Run 1, drive-strength map:
(6 px per um)
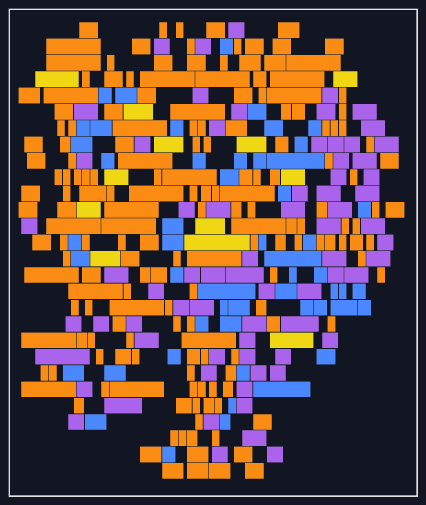
Run 1, track usage over the die:
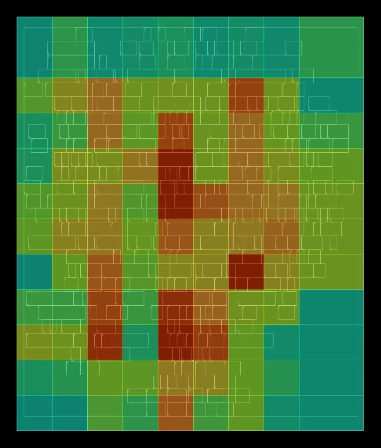
Run 1, signal wires on met2:
(4 px per um)
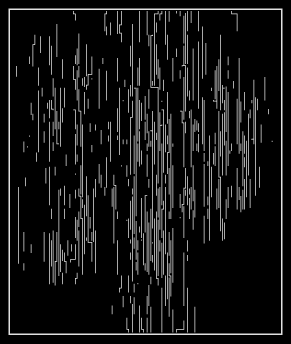
Run 1, close-up of the layout:
Region (21, 28) to (46, 53) um. Cells in gray, sequential cells in the stronger gray; small squares are vias.
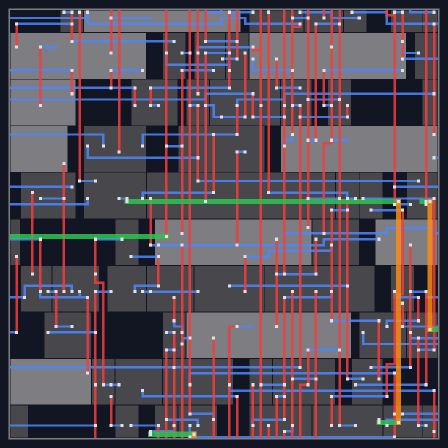
### config.mk
export PLATFORM = sky130hd
export DESIGN_NAME = pedido_scheduler
export DESIGN_NICKNAME = d
export VERILOG_FILES = /design/src/rtl/pedido_scheduler.sv
export SDC_FILE = /design/constraint.sdc
export NUM_CORES = 1
export LEC_CHECK = 0
export ABC_AREA = 1
export CAP_MARGIN = 20
export CELL_PAD_IN_SITES_DETAIL_PLACEMENT = 0
export CELL_PAD_IN_SITES_GLOBAL_PLACEMENT = 1
export CORE_ASPECT_RATIO = 1.2
export CORE_UTILIZATION = 33
export CTS_CLUSTER_DIAMETER = 120
export DETAILED_ROUTE_END_ITERATION = 12
export PLACE_DENSITY = 0.83
export REMOVE_ABC_BUFFERS = 1
export SYNTH_ARGS = -nofsm -noshare
export SYNTH_HDL_FRONTEND = slang
export SYNTH_SLANG_ARGS = --single-unit
### constraint.sdc
create_clock -name clk -period 1.5 [get_ports clk]
set_input_delay 0.3 -clock clk [delete_from_list [all_inputs] [get_ports clk]]
set_output_delay 0.3 -clock clk [all_outputs]
set_load 0.02 [all_outputs]
### src/rtl/pedido_scheduler.sv
`default_nettype none
// ============================================================================
// Module      : pedido_scheduler
// Description : Round-robin order scheduler for a coffee machine. Queues one
//               order per panel, serves them one at a time, watches the
//               machine until extraction, and falls into a fault state if the
//               machine does not reach extraction within TIMEOUT cycles.
// Revision    : 1.0 - initial release
// ============================================================================
module pedido_scheduler #(
    parameter int NREQ    = 4,
    parameter int TIMEOUT = 64
) (
    input  logic                clk,
    input  logic                rst_n,
    input  logic [NREQ-1:0]     req,
    input  logic [3:0]          machine_state,
    input  logic                clear_fault,
    output logic                start,
    output logic [NREQ-1:0]     grant,
    output logic [NREQ-1:0]     done,
    output logic [NREQ-1:0]     pending,
    output logic                busy,
    output logic                fault,
    output logic [7:0]          served_count,
    output logic [2:0]          sched_state
);

    localparam int              c_IW       = (NREQ > 1) ? $clog2(NREQ) : 1;
    localparam int              c_CW       = $clog2(TIMEOUT + 1);
    localparam logic [c_IW-1:0] c_LAST_RST = c_IW'(NREQ - 1);
    localparam logic [c_CW-1:0] c_CNT_LIM  = c_CW'(TIMEOUT - 1);
    localparam logic [NREQ-1:0] c_ONE      = NREQ'(1);
    localparam logic [3:0]      c_MS_IDLE  = 4'd0;
    localparam logic [3:0]      c_MS_EXTR  = 4'd8;

    typedef enum logic [2:0] {
        SCH_IDLE  = 3'd0,
        SCH_START = 3'd1,
        SCH_BREW  = 3'd2,
        SCH_DONE  = 3'd3,
        SCH_FAULT = 3'd4
    } sch_state_t;

    sch_state_t         r_state;
    logic [NREQ-1:0]    r_grant;
    logic [NREQ-1:0]    r_pending;
    logic [c_IW-1:0]    r_gnt_idx;
    logic [c_IW-1:0]    r_last;
    logic [c_CW-1:0]    r_cnt;
    logic [7:0]         r_served;

    logic               w_active;
    logic               w_timeout;
    logic [NREQ-1:0]    w_pend_clr;
    logic               w_win_found;
    logic [c_IW-1:0]    w_win_idx;
    logic [c_IW-1:0]    w_probe;

    // The order watchdog expires on the cycle whose increment would reach TIMEOUT.
    assign w_active   = (r_state == SCH_START) || (r_state == SCH_BREW);
    assign w_timeout  = w_active && (r_cnt == c_CNT_LIM);
    assign w_pend_clr = ((r_state == SCH_DONE) || w_timeout) ? r_grant : '0;

    // Round-robin search: first pending panel after the last one served.
    always_comb begin
        w_win_found = 1'b0;
        w_win_idx   = '0;
        w_probe     = '0;
        for (int k = 1; k <= NREQ; k++) begin
            w_probe = c_IW'((int'(r_last) + k) % NREQ);
            if (!w_win_found && r_pending[w_probe]) begin
                w_win_found = 1'b1;
                w_win_idx   = w_probe;
            end
        end
    end

    // Pending queue: new requests win over a same-cycle clear of the same bit.
    always_ff @(posedge clk or negedge rst_n) begin
        if (!rst_n) begin
            r_pending <= '0;
        end else begin
            r_pending <= (r_pending & ~w_pend_clr) | req;
        end
    end

    // Scheduler FSM with grant, watchdog, pointer and completion counter.
    always_ff @(posedge clk or negedge rst_n) begin
        if (!rst_n) begin
            r_state   <= SCH_IDLE;
            r_grant   <= '0;
            r_gnt_idx <= '0;
            r_last    <= c_LAST_RST;
            r_cnt     <= '0;
            r_served  <= '0;
        end else begin
            case (r_state)
                SCH_IDLE: begin
                    if (w_win_found) begin
                        r_grant   <= c_ONE << w_win_idx;
                        r_gnt_idx <= w_win_idx;
                        r_cnt     <= '0;
                        r_state   <= SCH_START;
                    end
                end
                SCH_START: begin
                    r_cnt <= r_cnt + 1'b1;
                    if (w_timeout) begin
                        r_grant <= '0;
                        r_last  <= r_gnt_idx;
                        r_state <= SCH_FAULT;
                    end else if (machine_state != c_MS_IDLE) begin
                        r_state <= SCH_BREW;
                    end
                end
                SCH_BREW: begin
                    r_cnt <= r_cnt + 1'b1;
                    if (w_timeout) begin
                        r_grant <= '0;
                        r_last  <= r_gnt_idx;
                        r_state <= SCH_FAULT;
                    end else if (machine_state == c_MS_EXTR) begin
                        r_state <= SCH_DONE;
                    end
                end
                SCH_DONE: begin
                    r_served <= r_served + 8'd1;
                    r_last   <= r_gnt_idx;
                    r_grant  <= '0;
                    r_state  <= SCH_IDLE;
                end
                SCH_FAULT: begin
                    if (clear_fault) begin
                        r_state <= SCH_IDLE;
                    end
                end
                default: begin
                    r_grant <= '0;
                    r_state <= SCH_IDLE;
                end
            endcase
        end
    end

    assign start        = (r_state == SCH_START);
    assign grant        = r_grant;
    assign done         = (r_state == SCH_DONE) ? r_grant : '0;
    assign pending      = r_pending;
    assign busy         = (r_state != SCH_IDLE);
    assign fault        = (r_state == SCH_FAULT);
    assign served_count = r_served;
    assign sched_state  = r_state;

endmodule
`default_nettype wire
==> impl_metrics.yaml, run 1 <==
# synthesis and place-and-route metrics
status:
  status: "finished with violations"
  violations: "negative setup slack"
clocking:
  clk_path_buf_depth: 2
  cts_tree: "yes"
  numClockSinks: 30
  numCtsBuffers: 5
  hold_buffers: 0
  cts_resized: 75
  htree_num_levels: 2
  post-cts-setup-buffer-count: 1
  worstSkewPairLatency_ns: 0.27
worst_setup_path:
  slowest_delay_ns: 0.58
  r2r_setup_slack_ns: -0.20
  startpoint_type: "register"
  critPathMaxFanout: 4
  r2r-start: "r_last[0]"
  reg2reg_depth: 10
  critPathRequiredTime_ns: 1.72
  crit_start: "r_last[0]"
  slowest_stage: "dfstp_2"
  worst_path_most_repeated_cell: "nand2_1"
  r2r-end: "grant[1]"
  crit_end: "grant[1]"
die:
  design.die.area_mm2: 0.00548
  row_count: 28
  initCoreUtil_pct: 34.4
  ios: 37
  design.core.area_mm2: 0.00497
  die_x_um: 67.7
final_timing:
  period_used_pct: 114
  drv_slew: 0
  rsz0062_at_grt: "yes"
  worst_pin_slew_ns: 0.237
  tns_ns: -2.48
  relSlewSlack_pct: 84.2
  setup_violations: 22
  fin_crit_ns: 1.70
  fin_ws_ns: -0.203
  skew_ns: 0.00462
  hold_violations: 0
power_and_ir_drop:
  p_seq_mw: 1.33
  clkPwrFrac_pct: 13.5
  power-top-group: "combinational logic"
  power.density_mw_per_mm2: 2050
  combPwrFrac_pct: 63.7
  internal-power_mw: 3.13
  p_leak_nw: 1.44
  total_power_mw: 5.82
  p_clk_mw: 0.787
  irDropWorstVdd_mv: 0.915
synthesis:
  yosysWarnings: 0
  synth-async-reset-ratio_pct: 100
  synth_top_flop_cell: "dfrtp_1"
  synthTopCellsByCount: "68 x nand2_1, 29 x inv_1, 28 x dfrtp_1, 18 x nand3_1, 18 x nor2_1"
  top_area_share_pct: 40.9
  avgSynthCellArea_um2: 7.64
  netlist_top_cells_area: "dfrtp_1 41%, nand2_1 15%, inv_1 6.4%, nand3_1 5.3%, xor2_1 4.1%"
  synth_dominant_cell_count: "nand2_1"
  simple_gate_share_pct: 37.1
  netlist_area_mm2: 0.00171
  top_area_cell: "dfrtp_1"
  ys_cells: 224
  mux_area_share_pct: 0
  yosysSeqAreaShare_pct: 44.0
  ys_ff: 30
place:
  pre_cts_ws_ns: -0.202
  portBuffers: 36
  dpl.cell_count: 351
  place_congestion: 0.829
grt:
  grt-ovfl-total: 0
  grt_pass1_vias: 1661
  grt_max_degree: 31
  antenna_found_initial: 0
  grt_pass1_wl_mm: 6.94
detailed_routing:
  dr.pass1.iters: 4
  via_per_inst: 4.63
  antenna_left: 0
  drtIter0Drc: 38
  drc_errors: 0
  totalWireLength_mm: 4.37
cells_and_area:
  clock_area_share_pct: 3.75
  regArea_um2: 756
  diodes: 0
  nNonClkInverters: 33
  buffers: 76
  nNetsFinal: 320
  sh_comb_area_pct: 39.4
  largest_reg_flops: 8
  drive_above_1_share_pct: 43.5
  n_fill_cell: 454
  lay_top_cells: "45 x nand2_1, 42 x buf_4, 26 x dfrtp_1"
  seq_cells: 30
  clockBufferCount: 7
  postLayoutCellArea_mm2: 0.00284
job:
  tool_warnings: 27
  cap_viol_max_count: 0
min_path:
  hp-class: "input port to async pin"
Back to the opening pictures, 'drive-strength map':
color	size	cells
purple	_3 and _4 cells	70
blue	_2 cells	52
yellow	_6 and larger	12
orange	_0 and _1 cells	174

Back to the opening pictures, 'track usage over the die':
met3 usage: 4.35%
routed length per placed instance: 11.9 um
met2 Use GR: 30.3%

Back to the opening pictures, 'signal wires on met2':
longest straight run	32.0 um
main direction	vertical
share of all routed wire	54%
nets with wire on the layer	275

Back to the opening pictures, 'close-up of the layout':
color	layer
green	metal 3
blue	metal 1
orange	metal 4
red	metal 2
most frequent	nand2_1 (7), buf_4 (6), dfrtp_1 (5)
cells with their middle in the window	47
sequential cells in the window	6
netlist names of flops here include	r_gnt_idx (2)

-- run 1: worst max-delay path: cells and delay by family (launching register included) --
| kind | cells | cell delay, ns |
|---|---|---|
| DFF | 1 | 0.58 |
| buffers and inverters | 2 | 0.21 |
| and+or+nand+nor | 7 | 0.64 |
| AOI/OAI and AO/OA | 1 | 0.22 |
-- run 1: per-layer routing --
layer / GRT usage [%] / up-vias / part of all wire (%) / wire [um]
li1: - / 860 / - / -
met1: 18.9 / 804 / 41 / 1810
met2: 30.3 / 31 / 54 / 2370
met3: 4.35 / 8 / 3.4 / 148
met4: 5.32 / 0 / 0.94 / 41
met5: 0 / - / 0 / 0
Run 1, where the registers sit:
(4 px per um) Other sequential cells in the stronger gray, the rest of the logic in the fainter gray.
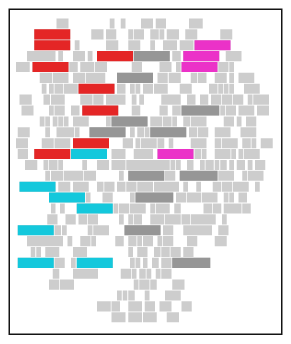

==> run 2, diff against run 1 <==
TNS_END_PERCENT = 50   (was unset)
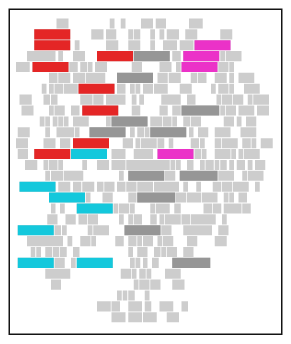
Run 2: where the registers sit
(4 px per um) Other sequential cells in the stronger gray, the rest of the logic in the fainter gray.
color	name in the netlist	placed flops
red	served_count	8
cyan	r_cnt	7
magenta	pending	4

==> impl_metrics.yaml, run 2 <==
# synthesis and place-and-route metrics
status:
  status: "finished with violations"
  violations: "negative setup slack"
detailed_routing:
  met3_length_um: 136
  totalWireLength_mm: 4.30
  via_per_inst: 4.58
  dr_wl_met2_mm: 2.31
  routed.top_layer: "met4"
  antenna_left: 0
  wl_met1_mm: 1.80
  drc_errors: 0
clocking:
  numCtsBuffers: 5
  post-cts-setup-buffer-count: 1
  hold_buffers: 0
  cts_resized: 68
  worstSkewPairLatency_ns: 0.28
cells_and_area:
  n_fill_cell: 465
  clock_area_share_pct: 3.87
  nNonClkInverters: 33
  nNetsFinal: 318
  largest_reg_flops: 8
  diodes: 0
  buffers: 74
  lay_top_cells: "49 x nand2_1, 40 x buf_4, 26 x inv_1, 26 x dfrtp_1, 18 x dlygate4sd2_1"
  regArea_um2: 756
  postLayoutCellArea_mm2: 0.00275
  seq_cells: 30
  clockBufferCount: 7
synthesis:
  top_area_cell: "dfrtp_1"
  netlist_top_cells_area: "dfrtp_1 41%, nand2_1 15%, inv_1 6.4%, nand3_1 5.3%, xor2_1 4.1%"
  yosysSeqAreaShare_pct: 44.0
  synth_top_flop_cell: "dfrtp_1"
  synth-async-reset-ratio_pct: 100
  synth_dominant_cell_count: "nand2_1"
  netlist_area_mm2: 0.00171
  ys_ff: 30
  top_area_share_pct: 40.9
power_and_ir_drop:
  irDropWorstVdd_mv: 0.918
  p_leak_nw: 1.42
  total_power_mw: 5.59
worst_setup_path:
  critPathMaxFanout: 4
  crit_end: "grant[0]"
  slowest_delay_ns: 0.58
  r2r_setup_slack_ns: -0.21
  worst_path_most_repeated_cell: "nand2_1"
  startpoint_type: "register"
  r2r-end: "grant[0]"
  reg2reg_depth: 10
  r2r-start: "r_last[0]"
grt:
  met2_usage_pct: 29.9
  grt_pass1_wl_mm: 6.86
  top_usage_layer: "met2"
  grt_max_degree: 31
  antenna_found_initial: 0
  met3_usage_pct: 4.35
  grt_pass1_vias: 1643
  grt-ovfl-total: 0
die:
  ios: 37
  die_x_um: 67.7
min_path:
  hp-class: "input port to async pin"
final_timing:
  setup_violations: 19
  period_used_pct: 114
  relSlewSlack_pct: 84.3
  fin_ws_ns: -0.214
  rsz0062_at_grt: "yes"
  skew_ns: 0.00455
  fin_crit_ns: 1.71
job:
  tool_warnings: 27
  cap_viol_max_count: 0
place:
  portBuffers: 36
  dpl.cell_count: 351
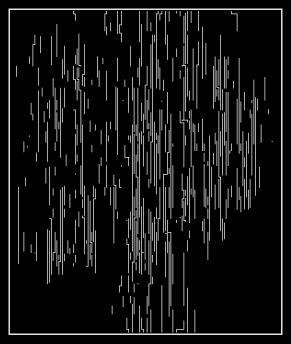
Run 2: signal wires on met2
(4 px per um)
longest straight run	31.6 um
share of all routed wire	54%
main direction	vertical

run 2: cell counts after synthesis:
No cell type changed its count.
run 2: kinds of logic after synthesis:
kind of cell / share of synthesized area (%)
xor+xnor: 4.61
buf+inv: 8.19
compound gates: 4.68
flops: 44.0
fa+ha+maj: 1.46
simple gates: 37.1
run 2: power breakdown:
| part | switching, mW | internal (mW) |
|---|---|---|
| clock network | 0.295 | 0.496 |
| logic | 2.01 | 1.45 |
| registers | 0.263 | 1.07 |
| total | 2.57 | 3.02 |
run 2: worst max-delay path: cells and delay by family, from the launching register on:
kind | cells | cell delay (ns)
buffers and inverters | 2 | 0.21
AND-OR/OR-AND | 1 | 0.22
flip-flops | 1 | 0.58
AND/OR/NAND/NOR | 7 | 0.64
No activity file was given, so power comes from the tool's default toggle rates.
